File: src/rtl/reorder_buffer_if.sv
// Bundle of the dispatch, writeback, operand-lookup export and retire signals
// of the reorder buffer. The slave side is the buffer itself; the master side
// is the surrounding pipeline (decode/dispatch, writeback bus, register file).
interface reorder_buffer_if #(
  parameter int ID_SIZE          = 2,
  parameter int REG_ADDRESS_SIZE = 2,
  parameter int REGISTER_SIZE    = 32
);
  localparam int N_ENTRIES = 2 ** ID_SIZE;
  localparam int UW        = REG_ADDRESS_SIZE + 1 + ID_SIZE + 1;
  localparam int AW        = REGISTER_SIZE + UW;

  logic                                flush;
  logic                                alloc_valid;
  logic                                alloc_wr;
  logic [REG_ADDRESS_SIZE-1:0]         alloc_addr;
  logic                                alloc_ready;
  logic [ID_SIZE-1:0]                  tail;
  logic                                wb_valid;
  logic [ID_SIZE-1:0]                  wb_id;
  logic [REGISTER_SIZE-1:0]            wb_value;
  logic [N_ENTRIES-1:0][UW-1:0]        unavailable;
  logic [N_ENTRIES-1:0][AW-1:0]        available;
  logic                                commit_valid;
  logic                                commit_wr;
  logic [REG_ADDRESS_SIZE-1:0]         commit_addr;
  logic [REGISTER_SIZE-1:0]            commit_value;

  modport slave (
    input  flush, alloc_valid, alloc_wr, alloc_addr, wb_valid, wb_id, wb_value,
    output alloc_ready, tail, unavailable, available,
           commit_valid, commit_wr, commit_addr, commit_value
  );

  modport master (
    output flush, alloc_valid, alloc_wr, alloc_addr, wb_valid, wb_id, wb_value,
    input  alloc_ready, tail, unavailable, available,
           commit_valid, commit_wr, commit_addr, commit_value
  );
endinterface

File: src/rtl/reorder_buffer.sv
// Circular in-order reorder buffer. Entries are allocated at tail on dispatch,
// marked done on writeback (in any order) and retired from head in program
// order, one per cycle. Pending and completed entries are exported as two
// slot-indexed arrays for operand lookup.
module reorder_buffer #(
  parameter int ID_SIZE          = 2,
  parameter int REG_ADDRESS_SIZE = 2,
  parameter int REGISTER_SIZE    = 32
) (
  input logic              clk,
  input logic              rst_n,
  reorder_buffer_if.slave  rob
);
  localparam int N_ENTRIES = 2 ** ID_SIZE;
  localparam int CW        = ID_SIZE + 1;

  logic [N_ENTRIES-1:0]                        busy;
  logic [N_ENTRIES-1:0]                        done;
  logic [N_ENTRIES-1:0]                        wr_q;
  logic [N_ENTRIES-1:0][REG_ADDRESS_SIZE-1:0]  addr_q;
  logic [N_ENTRIES-1:0][REGISTER_SIZE-1:0]     value_q;
  logic [ID_SIZE-1:0]                          head;
  logic [ID_SIZE-1:0]                          tail;
  logic [CW-1:0]                               count;

  logic full;
  logic empty;
  logic alloc_fire;
  logic commit_fire;
  logic wb_fire;

  assign full        = (count == CW'(N_ENTRIES));
  assign empty       = (count == '0);
  assign alloc_fire  = rob.alloc_valid && !full;
  // done is registered, so a head entry written back this cycle retires next cycle
  assign commit_fire = !empty && done[head];
  assign wb_fire     = rob.wb_valid && busy[rob.wb_id] && !done[rob.wb_id];

  assign rob.alloc_ready = !full;
  assign rob.tail        = tail;

  // Entry state, pointers, occupancy and registered retire outputs
  always_ff @(posedge clk or negedge rst_n) begin
    if (!rst_n) begin
      busy             <= '0;
      done             <= '0;
      wr_q             <= '0;
      addr_q           <= '0;
      value_q          <= '0;
      head             <= '0;
      tail             <= '0;
      count            <= '0;
      rob.commit_valid <= 1'b0;
      rob.commit_wr    <= 1'b0;
      rob.commit_addr  <= '0;
      rob.commit_value <= '0;
    end else if (rob.flush) begin
      busy             <= '0;
      done             <= '0;
      head             <= '0;
      tail             <= '0;
      count            <= '0;
      rob.commit_valid <= 1'b0;
    end else begin
      // alloc, writeback and commit always touch distinct entries on one edge:
      // alloc targets a free slot, writeback a pending one, commit a done one
      if (alloc_fire) begin
        busy[tail]   <= 1'b1;
        done[tail]   <= 1'b0;
        wr_q[tail]   <= rob.alloc_wr;
        addr_q[tail] <= rob.alloc_addr;
        tail         <= tail + 1'b1;
      end
      if (wb_fire) begin
        done[rob.wb_id]    <= 1'b1;
        value_q[rob.wb_id] <= rob.wb_value;
      end
      if (commit_fire) begin
        rob.commit_valid <= 1'b1;
        rob.commit_wr    <= wr_q[head];
        rob.commit_addr  <= addr_q[head];
        rob.commit_value <= value_q[head];
        busy[head]       <= 1'b0;
        done[head]       <= 1'b0;
        head             <= head + 1'b1;
      end else begin
        rob.commit_valid <= 1'b0;
      end
      case ({alloc_fire, commit_fire})
        2'b10:   count <= count + 1'b1;
        2'b01:   count <= count - 1'b1;
        default: count <= count;
      endcase
    end
  end

  // Export pending entries to unavailable and completed entries to available
  always_comb begin
    rob.unavailable = '0;
    rob.available   = '0;
    for (int i = 0; i < N_ENTRIES; i++) begin
      if (busy[i] && !done[i]) begin
        rob.unavailable[i] = {addr_q[i], wr_q[i], ID_SIZE'(i), 1'b1};
      end else if (busy[i] && done[i]) begin
        rob.available[i] = {value_q[i], addr_q[i], wr_q[i], ID_SIZE'(i), 1'b1};
      end
    end
  end
endmodule
File: src/flat_wrapper.sv
// flat-port wrapper written by rule: the top's interface ports become plain ports
module reorder_buffer_flat 
#(
  parameter int ID_SIZE          = 2,
  parameter int REG_ADDRESS_SIZE = 2,
  parameter int REGISTER_SIZE    = 32
)
  (clk, rst_n, rob_flush, rob_alloc_valid, rob_alloc_wr, rob_alloc_addr, rob_wb_valid, rob_wb_id, rob_wb_value, rob_alloc_ready, rob_tail, rob_unavailable, rob_available, rob_commit_valid, rob_commit_wr, rob_commit_addr, rob_commit_value);
  reorder_buffer_if #(.ID_SIZE(ID_SIZE), .REG_ADDRESS_SIZE(REG_ADDRESS_SIZE), .REGISTER_SIZE(REGISTER_SIZE)) rob_i ();
  input logic clk;
  input logic rst_n;
  input wire logic [$bits(rob_i.flush)-1:0] rob_flush;
  input wire logic [$bits(rob_i.alloc_valid)-1:0] rob_alloc_valid;
  input wire logic [$bits(rob_i.alloc_wr)-1:0] rob_alloc_wr;
  input wire logic [$bits(rob_i.alloc_addr)-1:0] rob_alloc_addr;
  input wire logic [$bits(rob_i.wb_valid)-1:0] rob_wb_valid;
  input wire logic [$bits(rob_i.wb_id)-1:0] rob_wb_id;
  input wire logic [$bits(rob_i.wb_value)-1:0] rob_wb_value;
  output wire logic [$bits(rob_i.alloc_ready)-1:0] rob_alloc_ready;
  output wire logic [$bits(rob_i.tail)-1:0] rob_tail;
  output wire logic [$bits(rob_i.unavailable)-1:0] rob_unavailable;
  output wire logic [$bits(rob_i.available)-1:0] rob_available;
  output wire logic [$bits(rob_i.commit_valid)-1:0] rob_commit_valid;
  output wire logic [$bits(rob_i.commit_wr)-1:0] rob_commit_wr;
  output wire logic [$bits(rob_i.commit_addr)-1:0] rob_commit_addr;
  output wire logic [$bits(rob_i.commit_value)-1:0] rob_commit_value;
  assign rob_i.flush = rob_flush;
  assign rob_i.alloc_valid = rob_alloc_valid;
  assign rob_i.alloc_wr = rob_alloc_wr;
  assign rob_i.alloc_addr = rob_alloc_addr;
  assign rob_i.wb_valid = rob_wb_valid;
  assign rob_i.wb_id = rob_wb_id;
  assign rob_i.wb_value = rob_wb_value;
  assign rob_alloc_ready = rob_i.alloc_ready;
  assign rob_tail = rob_i.tail;
  assign rob_unavailable = rob_i.unavailable;
  assign rob_available = rob_i.available;
  assign rob_commit_valid = rob_i.commit_valid;
  assign rob_commit_wr = rob_i.commit_wr;
  assign rob_commit_addr = rob_i.commit_addr;
  assign rob_commit_value = rob_i.commit_value;
  reorder_buffer #(.ID_SIZE(ID_SIZE), .REG_ADDRESS_SIZE(REG_ADDRESS_SIZE), .REGISTER_SIZE(REGISTER_SIZE)) u_core (.clk(clk), .rst_n(rst_n), .rob(rob_i));
endmodule
File: config.mk
export PLATFORM = sky130hd
export DESIGN_NAME = reorder_buffer_flat
export DESIGN_NICKNAME = d
export VERILOG_FILES = /design/src/rtl/reorder_buffer_if.sv /design/src/rtl/reorder_buffer.sv /design/src/flat_wrapper.sv
export SDC_FILE = /design/constraint.sdc
export NUM_CORES = 1
export LEC_CHECK = 0
export CAP_MARGIN = 0
export CORE_UTILIZATION = 35
export DETAILED_ROUTE_END_ITERATION = 10
export PLACE_DENSITY_LB_ADDON = 0.1
export RECOVER_POWER = 50
export SYNTH_ARGS = -nofsm -noshare
export SYNTH_HDL_FRONTEND = slang
export SYNTH_SLANG_ARGS = --single-unit
File: constraint.sdc
create_clock -name clk -period 3.7 [get_ports clk]
set_input_delay 0.555 -clock clk [delete_from_list [all_inputs] [get_ports clk]]
set_output_delay 0.555 -clock clk [all_outputs]
set_load 0.005 [all_outputs]
run_1/clock_nets.png
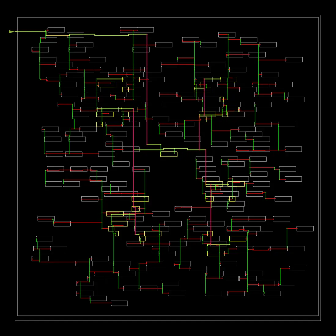
Seq cells: 191
Clk power: 1.77 mW
Skew-Pair Late Insertion Delay: 430 ps
clk sinks: 191

run_1/class_map.png
Scale: 2 px per um. Fill, decap, tap and diode cells in gray.
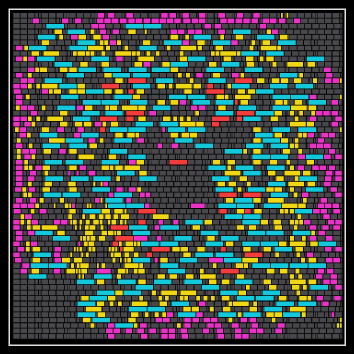
registers -> cyan  # cells 191, share of their area 39%
remaining buffers and delay cells -> magenta  # cells 270, share of their area 22%
remaining logic cells -> yellow  # cells 467, share of their area 35%
clock drivers and dummy loads -> red  # cells 31, share of their area 4.4%
flop share of the area: 37.3%
Core ar.: 0.0269 mm2
post-layout util: 47.7%
Final Cell Area: 0.0128 mm2

run_1/m2.png
Scale: 3 px per um. Cells faint in the background.
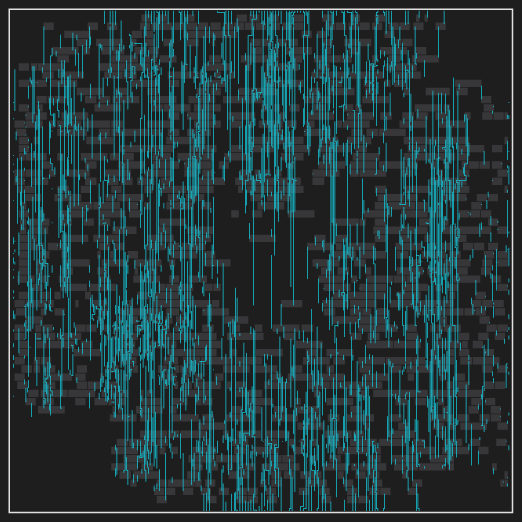
share of all routed wire = 45%
main direction = vertical
wire length on this layer = 13700 um
longest straight run = 72.7 um
nets with wire on the layer = 895
met2 Use GR: 35.0%
Routed Wire Length: 30600 um

==> impl_metrics.env, run 1 <==
# yosys + openroad results
export IMPL_nets=998
export IMPL_dp_cells=1269
export IMPL_n_all_inverters=12
export IMPL_status="finished with violations"
export IMPL_buffers=270
export IMPL_power_mw=5.05
export IMPL_die_w_um=167
export IMPL_ant_nets=0
export IMPL_mi_logic_area_mm2=0.00434
export IMPL_synth_area_mm2=0.00956
export IMPL_nMultiInputCombCells=455
export IMPL_cp_start_kind="input port"
export IMPL_hp_class="reg2reg"
export IMPL_fin_crit_ps=3160
export IMPL_n_clock_buffer=17
export IMPL_vias=6900
export IMPL_maxCapViolCount=1
export IMPL_first_global_vias=7297
export IMPL_antenna_found_initial=0
export IMPL_h_tree_depth=4
export IMPL_finalHoldViolations=0
export IMPL_drive_gt1_share_pct=22.6
export IMPL_worstReg2RegEnd="u_core.count[2]$_DFFE_PN0P_"
export IMPL_syn2layout_area_growth_pct=34.1
export IMPL_comb_area_share_pct=33.9
export IMPL_maxSlewHeadroom_pct=-58.7
export IMPL_instances_no_fill=1301
export IMPL_combPwrFrac_pct=13.8
export IMPL_leakage_nw=6.27
export IMPL_drc=0
export IMPL_postSynthAreaPerCell_um2=13.1
export IMPL_hold_start="u_core.rob.commit_value[14]$_DFFE_PN0P_"
export IMPL_clkPwrFrac_pct=35.0
export IMPL_power_switching_mw=1.37
export IMPL_maxSlewViolCount=88
export IMPL_grt_use_total_pct=22.3
export IMPL_diodes=1
export IMPL_ys_area_mm2=0.00956
export IMPL_nonClkBufAreaFrac_pct=20.9
export IMPL_cts_repair_resize_count=0
export IMPL_worst_ep_arrival_time_ps=3470
export IMPL_power_density_mw_per_mm2=394
export IMPL_netlist_cell_type_count=40
export IMPL_num_tap_cells=341
export IMPL_grt_max_degree=89
export IMPL_dieArea_mm2=0.0280
export IMPL_path_class="in2reg"
export IMPL_tightest_slew_ps=2380
export IMPL_port_buffers=248
export IMPL_skew_ps=13.4
export IMPL_viasPerCell=5.30
export IMPL_cts_tree="yes"
export IMPL_hold_worst_slack_ps=489
export IMPL_cts_setup_buffers=0
export IMPL_setup_viol=0
export IMPL_pwr_share_seq_pct=51.2
export IMPL_hold_depth=1
export IMPL_max_vdd_ir_drop_mv=0.222
export IMPL_cts_buffers=17
export IMPL_critical_path_required_ps=4010
export IMPL_r2r_slack_ps=700
export IMPL_cts_hold_buffers=0
export IMPL_hpwl_um=18700
export IMPL_end_kind="flip-flop"
export IMPL_gp_congestion=0.784
export IMPL_synth_seq_cells=191
export IMPL_cts_root_buf="clkbuf_16"
export IMPL_switching_share_pct=27.1
export IMPL_rsz0062_at_grt="false"
export IMPL_seq_area_mm2=0.00478
export IMPL_die_y_um=167
export IMPL_initCoreUtil_pct=35.6
export IMPL_routedWlPerCell_um=23.5
export IMPL_violations="max-capacitance violations, max-slew violations"
export IMPL_placed_area_mm2=0.0123
export IMPL_first_pass_iters=4
export IMPL_yosysSeqAreaShare_pct=50.0
export IMPL_fin_setup_tns_ps=0
export IMPL_critPathMaxFanout=15
[run 1: synthesized netlist by cell type, drive strengths merged]
master / number / area share, %
dfrtp: 191 / 50
mux2: 176 / 21
and3: 140 / 9.2
buf: 40 / 2.9
clkbuf: 36 / 1.4
mux4: 36 / 8.5
and2: 18 / 1.2
inv: 11 / 0.43
nor2: 10 / 0.39
nand2: 9 / 0.35
a21oi: 8 / 0.42
ha: 8 / 1.0
nand3: 7 / 0.37
nor3: 5 / 0.31
a211oi: 4 / 0.31
a221oi: 4 / 0.37
nand2b: 4 / 0.26
nor2b: 3 / 0.20
nor3b: 2 / 0.21
nor4: 2 / 0.13
xnor2: 2 / 0.18
a2111oi: 1 / 0.16
clkinv: 1 / 0.039
conb: 1 / 0.039
fa: 1 / 0.21
mux2i: 1 / 0.10
nand4: 1 / 0.065
nor4b: 1 / 0.16
o2111a: 1 / 0.12
o211a: 1 / 0.10
o21ai: 1 / 0.052
or3: 1 / 0.065
[run 1: sequential cells by signal, summed over array words and instances (netlist names)]
| signal | flops |
|---|---|
| u_core.addr_q | 8 |
| u_core.busy | 4 |
| u_core.count | 3 |
| u_core.done | 4 |
| u_core.head | 2 |
| u_core.rob.commit_addr | 2 |
| u_core.rob.commit_valid | 1 |
| u_core.rob.commit_value | 32 |
| u_core.rob.commit_wr | 1 |
| u_core.rob.tail | 2 |
| u_core.value_q | 128 |
| u_core.wr_q | 4 |
[run 1: worst max-delay path, cell delays in order]
cell and delay, ps:
dlygate4sd3_1 820, clkbuf_1 390, nor2_1 150, nand4_1 140, clkbuf_1 970, mux2_2 430
[run 1: worst max-delay path by stage]
stage                                 endpoint  depth (start not counted)                  startpoint
3_5_place_dp   u_core.value_q[102]$_DFFE_PN0P_                          5                   rob_flush
5_1_grt         u_core.value_q[74]$_DFFE_PN0P_                          6                   rob_flush
2_1_floorplan      u_core.count[2]$_DFFE_PN0P_                          9  u_core.head[0]$_DFFE_PN0P_
4_1_cts                    rob_unavailable[10]                          3    u_core.done[1]$_DFF_PN0_
6_report        u_core.value_q[69]$_DFFE_PN0P_                          6                   rob_flush
3_3_place_gp       u_core.count[2]$_DFFE_PN0P_                          8    u_core.done[1]$_DFF_PN0_
[run 1: routing by layer]
metal | track usage [%] | part of all wire, % | vias to the layer above
met5 | 0 | 0 | -
met4 | 5.50 | 1.1 | 0
met3 | 5.25 | 6.8 | 22
met2 | 35.0 | 45 | 260
met1 | 31.2 | 47 | 3552
li1 | - | - | 3066
[run 1: cells by family after synthesis]
family / after synthesis / share of synthesized area [%]
other cells: 1 / 0.0392
mux: 213 / 29.3
xor+xnor: 2 / 0.183
simple gates: 203 / 12.9
fa+ha+maj: 9 / 1.26
compound gates: 20 / 1.53
buf+inv: 88 / 4.78
flops: 191 / 50.0
[run 1: power by group through the flow]
| stage | Clock [mW] | Combinational [mW] | Sequential [mW] |
|---|---|---|---|
| floorplan | 0 | 0.448 | 2.53 |
| detailed placement | 0 | 0.716 | 2.62 |
| CTS | 1.81 | 0.719 | 2.58 |
| finish | 1.77 | 0.696 | 2.58 |
| global placement | 0 | 0.707 | 2.62 |
| global route | 1.89 | 0.760 | 2.63 |
run_1/clock_wires.png
Scale: 3 px per um.
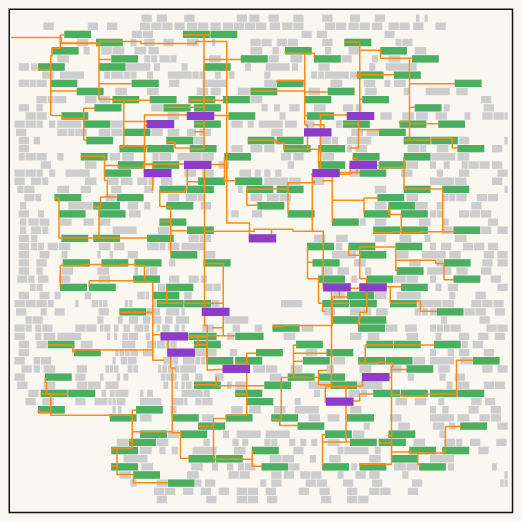

==> run 1 -> run 2 <==
--- a/config.mk
+++ b/config.mk
@@ -6,6 +6,8 @@
 export NUM_CORES = 1
 export LEC_CHECK = 0
 export CAP_MARGIN = 0
+export CORE_ASPECT_RATIO = 1.5
+export CORE_MARGIN = 2
 export CORE_UTILIZATION = 35
 export DETAILED_ROUTE_END_ITERATION = 10
 export PLACE_DENSITY_LB_ADDON = 0.1
run_2/clock_wires.png
Scale: 2 px per um.
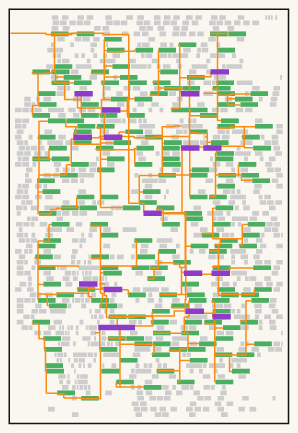
flip-flops -> green  # count 191
clock-net drivers -> purple  # count 17
clock wires -> orange  # length 2450 um
routed clock nets = 18
Clk power: 1.89 mW
Clock power frac: 36.5%
skew final: 7.14 ps

run_2/m2.png
Scale: 2 px per um. Cells faint in the background.
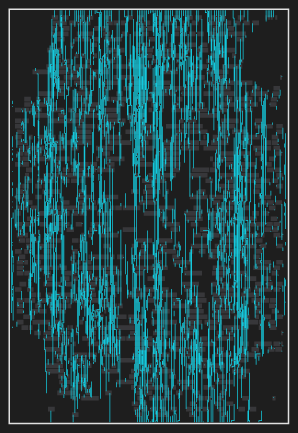
wire length on this layer = 16100 um
share of all routed wire = 53%
Routed Wire Length: 30700 um
met2 Use GR: 38.2%
total number of vias: 6914

==> run 2 against run 1 <==
Net effect:
- the flow still finishes with violations (max-capacitance violations, max-slew violations)
- via count increased by 0.20%
- worst setup slack better by 140 ps
- flip-flop count is the same
- clock skew shrank 6.3 ps
- first-iteration DRC count down 46%
- routed wire length is 0.25% higher
- critical path depth is 1 lower
- global-route usage decreased by 0.76 points
==> impl_metrics.env, run 2 <==
# yosys + openroad results
export IMPL_path_class="in2reg"
export IMPL_synth_seq_cells=191
export IMPL_ys_area_mm2=0.00956
export IMPL_cts_tree="yes"
export IMPL_reg_top3="u_core.value_q: 128 flops, u_core.rob.commit_value: 32 flops, u_core.addr_q: 8 flops"
export IMPL_worstReg2RegEnd="u_core.value_q[47]$_DFFE_PN0P_"
export IMPL_edf_count=0
export IMPL_rsz0062_at_grt="false"
export IMPL_post_synth_top_count_cell="dfrtp_1"
export IMPL_stdcell_area_mm2=0.0128
export IMPL_first_global_vias=7555
export IMPL_cts_root_buf="clkbuf_16"
export IMPL_hp_class="reg2reg"
export IMPL_power_density_mw_per_mm2=403
export IMPL_violations="max-capacitance violations, max-slew violations"
export IMPL_core_mm2=0.0270
export IMPL_die_w_um=139
export IMPL_utilization_pct=47.5
export IMPL_largest_reg_flops=128
export IMPL_routedWlPerCell_um=23.5
export IMPL_maxSlewHeadroom_pct=-72.1
export IMPL_critPathMaxFanout=19
export IMPL_finalHoldViolations=0
export IMPL_clkLatencyLatePin_ps=430
export IMPL_hold_worst_slack_ps=486
export IMPL_fin_crit_ps=3020
export IMPL_port_buffers=248
export IMPL_yosysSeqAreaShare_pct=50.0
export IMPL_h_tree_depth=4
export IMPL_grt_max_degree=102
export IMPL_die_y_um=206
export IMPL_regMostFlops="u_core.value_q"
export IMPL_cts_setup_buffers=0
export IMPL_cts_hold_buffers=0
export IMPL_ff_type="dfrtp_1"
export IMPL_maxCapViolCount=2
export IMPL_top_cells_by_count="191 x dfrtp_1, 140 x and3_1, 124 x mux2_2, 52 x mux2_1"
export IMPL_tightest_slew_ps=2580
export IMPL_top_area_cell="dfrtp_1"
export IMPL_postSynthAreaPerCell_um2=13.1
export IMPL_first_pass_iters=4
export IMPL_cp_start_kind="input port"
export IMPL_antenna_found_initial=2
export IMPL_maxSlewViolCount=142
export IMPL_cts_repair_resize_count=0
export IMPL_synth_area_mm2=0.00956
export IMPL_hold_depth=1
export IMPL_dieArea_mm2=0.0287
export IMPL_nets=997
export IMPL_critical_path_required_ps=4020
export IMPL_status="finished with violations"
export IMPL_hold_start="u_core.rob.commit_value[8]$_DFFE_PN0P_"
export IMPL_drc=0
export IMPL_cts_buffers=17
export IMPL_ys_async_sr_fraction_pct=100
export IMPL_hpwl_um=19700
export IMPL_end_kind="flip-flop"
export IMPL_syn2layout_area_growth_pct=34.3
export IMPL_leakage_nw=6.28
export IMPL_r2r_slack_ps=700
export IMPL_viasPerCell=5.31
export IMPL_placed_area_mm2=0.0123
export IMPL_drive_gt1_share_pct=22.5
export IMPL_worst_ep_arrival_time_ps=3340
export IMPL_area_leaders="dfrtp_1 50%, mux2_2 15%, and3_1 9.2%"
==> run 2: netlist changes by cell type in the layout (fill, tap and decap cells not counted), sizes merged <==
cell | before | now
diode | 1 | 3
bufinv | 0 | 3
clkdlybuf4s50 | 208 | 207
buf | 16 | 14
inv | 18 | 11
dlygate4sd3 | 39 | 40
clkinv | 7 | 8
clkbuf | 24 | 28
==> run 2: area by class of cell <==
| type | instances | area (um2) |
|---|---|---|
| fillers | 2506 | 14200 |
| flip-flops and latches | 191 | 4780 |
| multi-input cells | 455 | 4340 |
| repair buffers | 269 | 2640 |
| clock buffers | 20 | 457 |
| well taps | 342 | 428 |
| clock inverters | 11 | 140 |
| inverters | 12 | 45.0 |
| diodes | 3 | 7.51 |
==> run 2: stage by stage <==
stage | setup slack [ps] | power, mW | cells
2_1_floorplan | 1250 | 2.98 | 734
3_5_place_dp | 989 | 3.34 | 1269
4_1_cts | 761 | 5.25 | 1300
3_3_place_gp | 1030 | 3.33 | 1269
6_report | 678 | 5.17 | 1303
5_1_grt | 354 | 5.42 | 1302
==> run 2: power breakdown <==
group / switching (mW) / internal, mW
clock: 0.797 / 1.09
combinational: 0.267 / 0.426
sequential: 0.221 / 2.37
total: 1.28 / 3.89
==> run 2: logic make-up after synthesis <==
family / synth area share [%]
other cells: 0.0392
flops: 50.0
simple gates: 12.9
fa+ha+maj: 1.26
buf+inv: 4.78
compound gates: 1.53
mux: 29.3
xor+xnor: 0.183
==> run 2: how the worst max path moves through the flow <==
stage                               start                                       to  slack [ps]  cells past startpoint
5_1_grt                             rst_n  u_core.rob.commit_value[23]$_DFFE_PN0P_         350                      2
3_5_place_dp                 rob_wb_id[0]          u_core.value_q[107]$_DFFE_PN0P_         990                      5
3_3_place_gp                 rob_wb_id[0]          u_core.value_q[113]$_DFFE_PN0P_        1030                      5
4_1_cts          u_core.done[1]$_DFF_PN0_                        rob_available[68]         760                      3
6_report                     rob_wb_id[0]           u_core.value_q[47]$_DFFE_PN0P_         680                      5
2_1_floorplan  u_core.head[0]$_DFFE_PN0P_              u_core.count[2]$_DFFE_PN0P_        1250                      9
==> run 2: critical path: stages <==
cell	delay [ps]
dlygate4sd3_1	640
nor2b_1	190
nand3_1	570
clkbuf_1	940
mux2_2	420
==> run 2: layer usage <==
layer  vias to the layer above  global-route usage, %  share of wire, %
met5                         -                      0                 0
met4                         0                   8.55               2.7
met3                        43                   5.12               5.2
met2                       237                   38.2                53
met1                      3564                   25.2                39
li1                       3070                      -                 -
Power and IR drop assume default switching activity.
